<file path="config.mk">
export PLATFORM = sky130hd
export DESIGN_NAME = axi_stream_width_converter
export DESIGN_NICKNAME = d
export VERILOG_FILES = /design/src/rtl/axis_conv_pkg.sv /design/src/rtl/axis_keep_check.sv /design/src/rtl/axi_stream_width_converter.sv
export SDC_FILE = /design/constraint.sdc
export NUM_CORES = 1
export LEC_CHECK = 0
export CORE_ASPECT_RATIO = 1.1
export CORE_MARGIN = 5
export CORE_UTILIZATION = 55
export DETAILED_ROUTE_END_ITERATION = 10
export PLACE_DENSITY = 0.95
export SYNTH_ARGS = -nofsm -noshare
export SYNTH_HDL_FRONTEND = slang
export SYNTH_SLANG_ARGS = --single-unit
</file>
<file path="constraint.sdc">
create_clock -name clk -period 2.25 [get_ports clk]
set_clock_uncertainty 0.2 [all_clocks]
set_input_delay 0.3375 -clock clk [delete_from_list [all_inputs] [get_ports clk]]
set_output_delay 0.3375 -clock clk [all_outputs]
set_load 0.1 [all_outputs]
</file>
<file path="src/rtl/axis_conv_pkg.sv">
// Shared constants and helpers for the AXI-Stream width converter:
// ratio/lane-index derivation, mode selection and the tkeep contiguity rule.
package axis_conv_pkg;

    typedef enum logic [1:0] {
        CONV_EQUAL,
        CONV_UP,
        CONV_DOWN,
        CONV_BAD
    } conv_mode_e;

    function automatic bit is_pow2(input int v);
        return (v > 0) && ((v & (v - 1)) == 0);
    endfunction

    function automatic int conv_ratio(input int s_bytes, input int m_bytes);
        return (s_bytes > m_bytes) ? (s_bytes / m_bytes) : (m_bytes / s_bytes);
    endfunction

    function automatic int conv_idx_w(input int ratio);
        return (ratio > 2) ? $clog2(ratio) : 1;
    endfunction

    // Powers of two always divide evenly, so only range and pow2-ness matter.
    function automatic conv_mode_e conv_mode(input int s_bytes, input int m_bytes);
        if (!is_pow2(s_bytes) || !is_pow2(m_bytes) || (s_bytes > 32)) return CONV_BAD;
        if (m_bytes > s_bytes) return CONV_UP;
        if (s_bytes > m_bytes) return CONV_DOWN;
        return CONV_EQUAL;
    endfunction

    // Legal keep is 0..01..1 and non-zero: adding one to a run of low ones clears them all.
    function automatic logic keep_contiguous(input logic [63:0] keep);
        return (keep != '0) && ((keep & (keep + 64'd1)) == '0);
    endfunction

endpackage

</file>
<file path="src/rtl/axis_keep_check.sv">
// Combinational tkeep checker: flags whether an input keep vector is a
// non-empty run of ones starting at byte lane 0.
module axis_keep_check
    import axis_conv_pkg::*;
#(
    parameter int N = 4
) (
    input  logic [N-1:0] keep,
    output logic         keep_ok
);

    assign keep_ok = keep_contiguous(64'(keep));

endmodule

</file>
<file path="src/rtl/axi_stream_width_converter.sv">
// Parametrised AXI-Stream byte-lane width converter: packs narrow beats into wide
// ones (up), unpacks wide beats into narrow ones (down), or registers (equal).
module axi_stream_width_converter
    import axis_conv_pkg::*;
#(
    parameter int S_BYTES    = 4,
    parameter int M_BYTES    = 8,
    parameter int USER_WIDTH = 8
) (
    input  logic                    clk,
    input  logic                    reset,
    input  logic [S_BYTES*8-1:0]    sAxisTdata,
    input  logic [S_BYTES-1:0]      sAxisTkeep,
    input  logic [USER_WIDTH-1:0]   sAxisTuser,
    input  logic                    sAxisTlast,
    input  logic                    sAxisTvalid,
    output logic                    sAxisTready,
    output logic [M_BYTES*8-1:0]    mAxisTdata,
    output logic [M_BYTES-1:0]      mAxisTkeep,
    output logic [USER_WIDTH-1:0]   mAxisTuser,
    output logic                    mAxisTlast,
    output logic                    mAxisTvalid,
    input  logic                    mAxisTready,
    output logic                    keepErr
);

    localparam conv_mode_e MODE  = conv_mode(S_BYTES, M_BYTES);
    localparam int         RATIO = conv_ratio(S_BYTES, M_BYTES);
    localparam int         IDX_W = conv_idx_w(RATIO);

    logic keep_ok;
    logic s_hs;
    logic keep_err_q, keep_err_d;

    axis_keep_check #(.N(S_BYTES)) u_keep_check (
        .keep    (sAxisTkeep),
        .keep_ok (keep_ok)
    );

    assign s_hs    = sAxisTvalid && sAxisTready;
    assign keepErr = keep_err_q;

    always_comb begin
        keep_err_d = keep_err_q || (s_hs && !keep_ok);
    end

    always_ff @(posedge clk) begin
        if (reset) keep_err_q <= 1'b0;
        else       keep_err_q <= keep_err_d;
    end

    if (MODE == CONV_BAD) begin : g_bad
        $error("axi_stream_width_converter: unsupported S_BYTES/M_BYTES combination");
    end else if (MODE == CONV_DOWN) begin : g_down
        localparam int MW = M_BYTES * 8;

        logic [S_BYTES*8-1:0]  buf_data_q, buf_data_d;
        logic [S_BYTES-1:0]    buf_keep_q, buf_keep_d;
        logic [USER_WIDTH-1:0] buf_user_q, buf_user_d;
        logic                  buf_last_q, buf_last_d;
        logic                  buf_valid_q, buf_valid_d;
        logic [IDX_W-1:0]      idx_q, idx_d;
        logic [MW-1:0]         slice_data;
        logic [M_BYTES-1:0]    slice_keep;
        logic                  next_zero, last_sub;

        always_comb begin
            slice_data = '0;
            slice_keep = '0;
            next_zero  = 1'b1;
            for (int s = 0; s < RATIO; s++) begin
                if (idx_q == IDX_W'(s)) begin
                    slice_data = buf_data_q[s*MW +: MW];
                    slice_keep = buf_keep_q[s*M_BYTES +: M_BYTES];
                end
            end
            // An empty following slice means this is the last useful sub-beat.
            for (int s = 1; s < RATIO; s++) begin
                if (idx_q == IDX_W'(s - 1)) next_zero = (buf_keep_q[s*M_BYTES +: M_BYTES] == '0);
            end
            last_sub = (idx_q == IDX_W'(RATIO - 1)) || next_zero;
        end

        assign sAxisTready = !buf_valid_q || (mAxisTready && last_sub);
        assign mAxisTvalid = buf_valid_q;
        assign mAxisTdata  = slice_data;
        assign mAxisTkeep  = slice_keep;
        assign mAxisTuser  = buf_user_q;
        assign mAxisTlast  = buf_last_q && last_sub;

        always_comb begin
            buf_data_d  = buf_data_q;
            buf_keep_d  = buf_keep_q;
            buf_user_d  = buf_user_q;
            buf_last_d  = buf_last_q;
            buf_valid_d = buf_valid_q;
            idx_d       = idx_q;
            if (buf_valid_q && mAxisTready) begin
                if (last_sub) begin
                    buf_valid_d = 1'b0;
                    idx_d       = '0;
                end else begin
                    idx_d = idx_q + IDX_W'(1);
                end
            end
            // All-zero keep carries no bytes, so the beat is dropped outright.
            if (s_hs && (sAxisTkeep != '0)) begin
                buf_data_d  = sAxisTdata;
                buf_keep_d  = sAxisTkeep;
                buf_user_d  = sAxisTuser;
                buf_last_d  = sAxisTlast;
                buf_valid_d = 1'b1;
                idx_d       = '0;
            end
        end

        always_ff @(posedge clk) begin
            if (reset) begin
                buf_data_q  <= '0;
                buf_keep_q  <= '0;
                buf_user_q  <= '0;
                buf_last_q  <= 1'b0;
                buf_valid_q <= 1'b0;
                idx_q       <= '0;
            end else begin
                buf_data_q  <= buf_data_d;
                buf_keep_q  <= buf_keep_d;
                buf_user_q  <= buf_user_d;
                buf_last_q  <= buf_last_d;
                buf_valid_q <= buf_valid_d;
                idx_q       <= idx_d;
            end
        end
    end else begin : g_up
        // Also covers the equal-width case: RATIO==1 completes on every beat.
        localparam int SW = S_BYTES * 8;
        localparam int MW = M_BYTES * 8;

        logic [MW-1:0]         acc_data_q, acc_data_d, out_data_q, out_data_d, merged_data;
        logic [M_BYTES-1:0]    acc_keep_q, acc_keep_d, out_keep_q, out_keep_d, merged_keep;
        logic [USER_WIDTH-1:0] out_user_q, out_user_d;
        logic                  out_last_q, out_last_d;
        logic                  out_valid_q, out_valid_d;
        logic [IDX_W-1:0]      idx_q, idx_d;
        logic                  complete;

        assign sAxisTready = !out_valid_q || mAxisTready;
        assign mAxisTvalid = out_valid_q;
        assign mAxisTdata  = out_data_q;
        assign mAxisTkeep  = out_keep_q;
        assign mAxisTuser  = out_user_q;
        assign mAxisTlast  = out_last_q;

        always_comb begin
            merged_data = acc_data_q;
            merged_keep = acc_keep_q;
            for (int s = 0; s < RATIO; s++) begin
                if (idx_q == IDX_W'(s)) begin
                    merged_data[s*SW +: SW]           = sAxisTdata;
                    merged_keep[s*S_BYTES +: S_BYTES] = sAxisTkeep;
                end
            end
            complete = (idx_q == IDX_W'(RATIO - 1)) || sAxisTlast;

            acc_data_d  = acc_data_q;
            acc_keep_d  = acc_keep_q;
            out_data_d  = out_data_q;
            out_keep_d  = out_keep_q;
            out_user_d  = out_user_q;
            out_last_d  = out_last_q;
            out_valid_d = out_valid_q && !mAxisTready;
            idx_d       = idx_q;
            if (s_hs) begin
                if (complete) begin
                    // Accumulator is cleared here so unfilled slots of the next word read as zero.
                    out_data_d  = merged_data;
                    out_keep_d  = merged_keep;
                    out_user_d  = sAxisTuser;
                    out_last_d  = sAxisTlast;
                    out_valid_d = 1'b1;
                    acc_data_d  = '0;
                    acc_keep_d  = '0;
                    idx_d       = '0;
                end else begin
                    acc_data_d = merged_data;
                    acc_keep_d = merged_keep;
                    idx_d      = idx_q + IDX_W'(1);
                end
            end
        end

        always_ff @(posedge clk) begin
            if (reset) begin
                acc_data_q  <= '0;
                acc_keep_q  <= '0;
                out_data_q  <= '0;
                out_keep_q  <= '0;
                out_user_q  <= '0;
                out_last_q  <= 1'b0;
                out_valid_q <= 1'b0;
                idx_q       <= '0;
            end else begin
                acc_data_q  <= acc_data_d;
                acc_keep_q  <= acc_keep_d;
                out_data_q  <= out_data_d;
                out_keep_q  <= out_keep_d;
                out_user_q  <= out_user_d;
                out_last_q  <= out_last_d;
                out_valid_q <= out_valid_d;
                idx_q       <= idx_d;
            end
        end
    end

endmodule

</file>
met3.png
The bar under the picture is 20 um long.
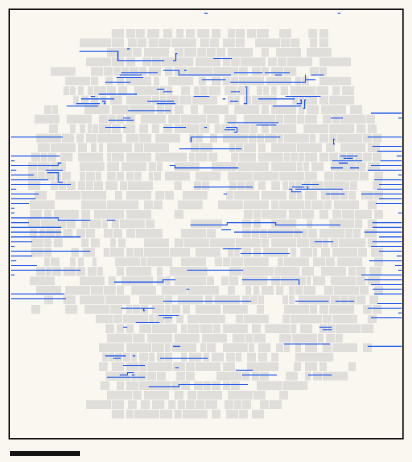
The layer carries 1290 um of wire. The layer holds 7.4% of the routed length.

gate_families.png
The bar under the picture is 20 um long.
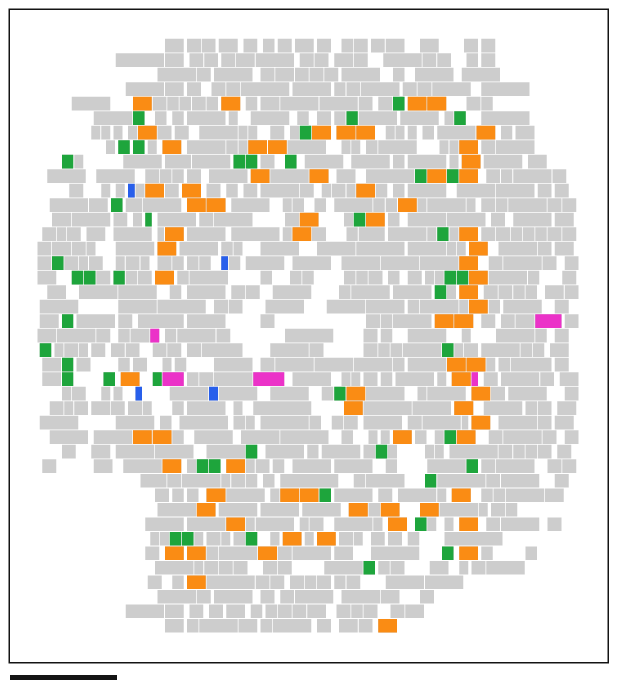
NOR gates: drawn in magenta, cells 5. multiplexers: drawn in orange, cells 72. inverters: drawn in blue, cells 4, where middle left. NAND gates: drawn in green, cells 46, where all over the die.

zoom.png
The bar under the picture is 10 um long. Region (64, 11) to (104, 51) um. Cells in gray, sequential cells in the stronger gray; small squares are vias.
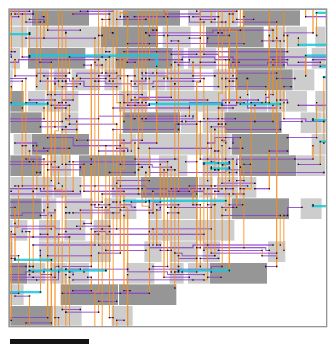
met2: drawn in orange. met1: drawn in purple. met3: drawn in cyan.
Sequential cells in the window: 24. Netlist names of flops here include `mAxisTdata` (14), `g_up.acc_data_q` (10). Most frequent: dfxtp_1 (24), mux2i_1 (14). 107 logic cells have their middle in the window.

==> logic make-up after synthesis <==
group | share of synthesized area (%)
AND-OR/OR-AND | 24.01
flip-flops | 49.53
AND/OR/NAND/NOR | 8.772
buffers and inverters | 6.251
multiplexers | 11.43
==> metrics by stage <==
step	utilization, %	total power [uW]	cell area, um^2	cells	hold WS (ns)
global route	71.38	7923	8093	895	0.1096
floorplan	-	4408	6306	641	0.2291
finish	71.38	7698	8093	895	0.1086
global placement	66.07	4814	7491	864	0.2419
detailed placement	66.07	4859	7491	864	0.2480
CTS	71.38	7713	8093	895	0.09624
==> how the worst max path moves through the flow <==
stage | from | to | slack [ns] | depth (start not counted)
2_1_floorplan | mAxisTvalid | mAxisTuser[0] | 0.21 | 6
3_3_place_gp | mAxisTready | sAxisTready | 0.11 | 5
3_5_place_dp | mAxisTready | sAxisTready | 0.09 | 5
4_1_cts | mAxisTready | sAxisTready | 0.08 | 5
5_1_grt | mAxisTready | sAxisTready | 0.05 | 5
6_report | mAxisTready | sAxisTready | 0.08 | 5
==> power groups by stage <==
stage	sequential, uW	combinational (uW)	clock (uW)
after floorplan	3880	532	0
after global placement	3050	1770	0
after detailed placement	3050	1800	0
after CTS	3000	1810	2900
after global routing	3010	1890	3020
final	3000	1820	2880
==> final cells by class <==
| class | instances | area, um^2 | share of cell area [%] |
|---|---|---|---|
| Sequential cell | 156 | 3128 | 38.65 |
| Multi-Input combinational cell | 400 | 2800 | 34.60 |
| Timing Repair Buffer | 155 | 1369 | 16.91 |
| Clock buffer | 22 | 474.2 | 5.860 |
| Tap cell | 150 | 187.7 | 2.319 |
| Clock inverter | 8 | 117.6 | 1.453 |
| Inverter | 4 | 16.27 | 0.2010 |
==> critical path: stages <==
cell and delay, ns:
clkdlybuf4s50_1 0.45, nor2b_4 0.24, clkinv_2 0.20, buf_12 0.21, buf_12 0.17
==> sequential cells by signal (all words and copies together) (netlist names), 8 cells and up <==
name / flops
mAxisTkeep: 8
g_up.acc_keep_q: 8
g_up.acc_data_q: 64
mAxisTuser: 8
mAxisTdata: 64
==> cells in the final DEF (no fill, tap or decap), types with 3 or more instances in the layout <==
cell type and instances:
clkinv_2 5, o31ai_1 9, a21oi_1 48, buf_12 7, mux2i_1 72, nand4_1 44
o21ai_0 37, dfxtp_1 154, clkbuf_8 3, and2_1 36, clkbuf_16 17, a31oi_1 72
buf_4 101, bufinv_16 3, clkdlybuf4s50_1 46, a211oi_1 72
==> layer usage <==
metal	vias to the layer above	global-route usage [%]
met5	-	0
met4	0	9.091
met3	26	6.953
met2	267	42.88
met1	2764	30.46
li1	2631	-
==> reports/metrics.yaml <==
fill_cells: 758
grt_util_all_layers_pct: 25.10
arrival_ns: 1.63
reg2reg_slack_ns: 0.46
run_status: "completed"
grt_remaining_overflow: 0
cp-start-kind: "input port"
cts_tree: "built"
crit_fanout: 30
p_int_uw: 5190
clk_pin_slew_ns: 0.06
grt_pass1_vias: 5646
cp_data_required_time_ns: 1.71
grt_pass1_wl_um: 28110
dp_hpwl_um: 10850
p_seq_share_pct: 38.9
hold_violations: 0
cp-end-kind: "output pin"
clock-sinks: 156
pre_cts_slack_ns: 0.08724
synthMostInstantiatedCell: "dfxtp_1"
floorplan.nets: 690
route.met3.wl_um: 1293
io_pins: 133
pwr-share-comb_pct: 23.6
p_sw_uw: 2507
ctsHoldBuffers: 1
drt-initial-drc-count: 506
yosys_most_used_dff: "dfxtp_1"
diodes: 0
die_w_um: 112.1
r2r_end: "mAxisTdata[8]"
coreArea_mm2: 0.01134
wl_met1_um: 7068
power.share.clock_pct: 37.5
yosys_cells: 641
final.min_clock_period_ns: 2.169
yosys.area.top_type: "dfxtp_1"
drc: 0
rr_worst_depth: 4
wire_per_inst_um: 19.60
layout.nets: 783
post_cts_resized: 0
fin_tns_setup_ns: 0
swShare_pct: 32.57
netlist_area_mm2: 0.006305
yosysWarnings: 0
whs_endpoint: "mAxisTuser[4]"
Power and IR drop assume default switching activity.
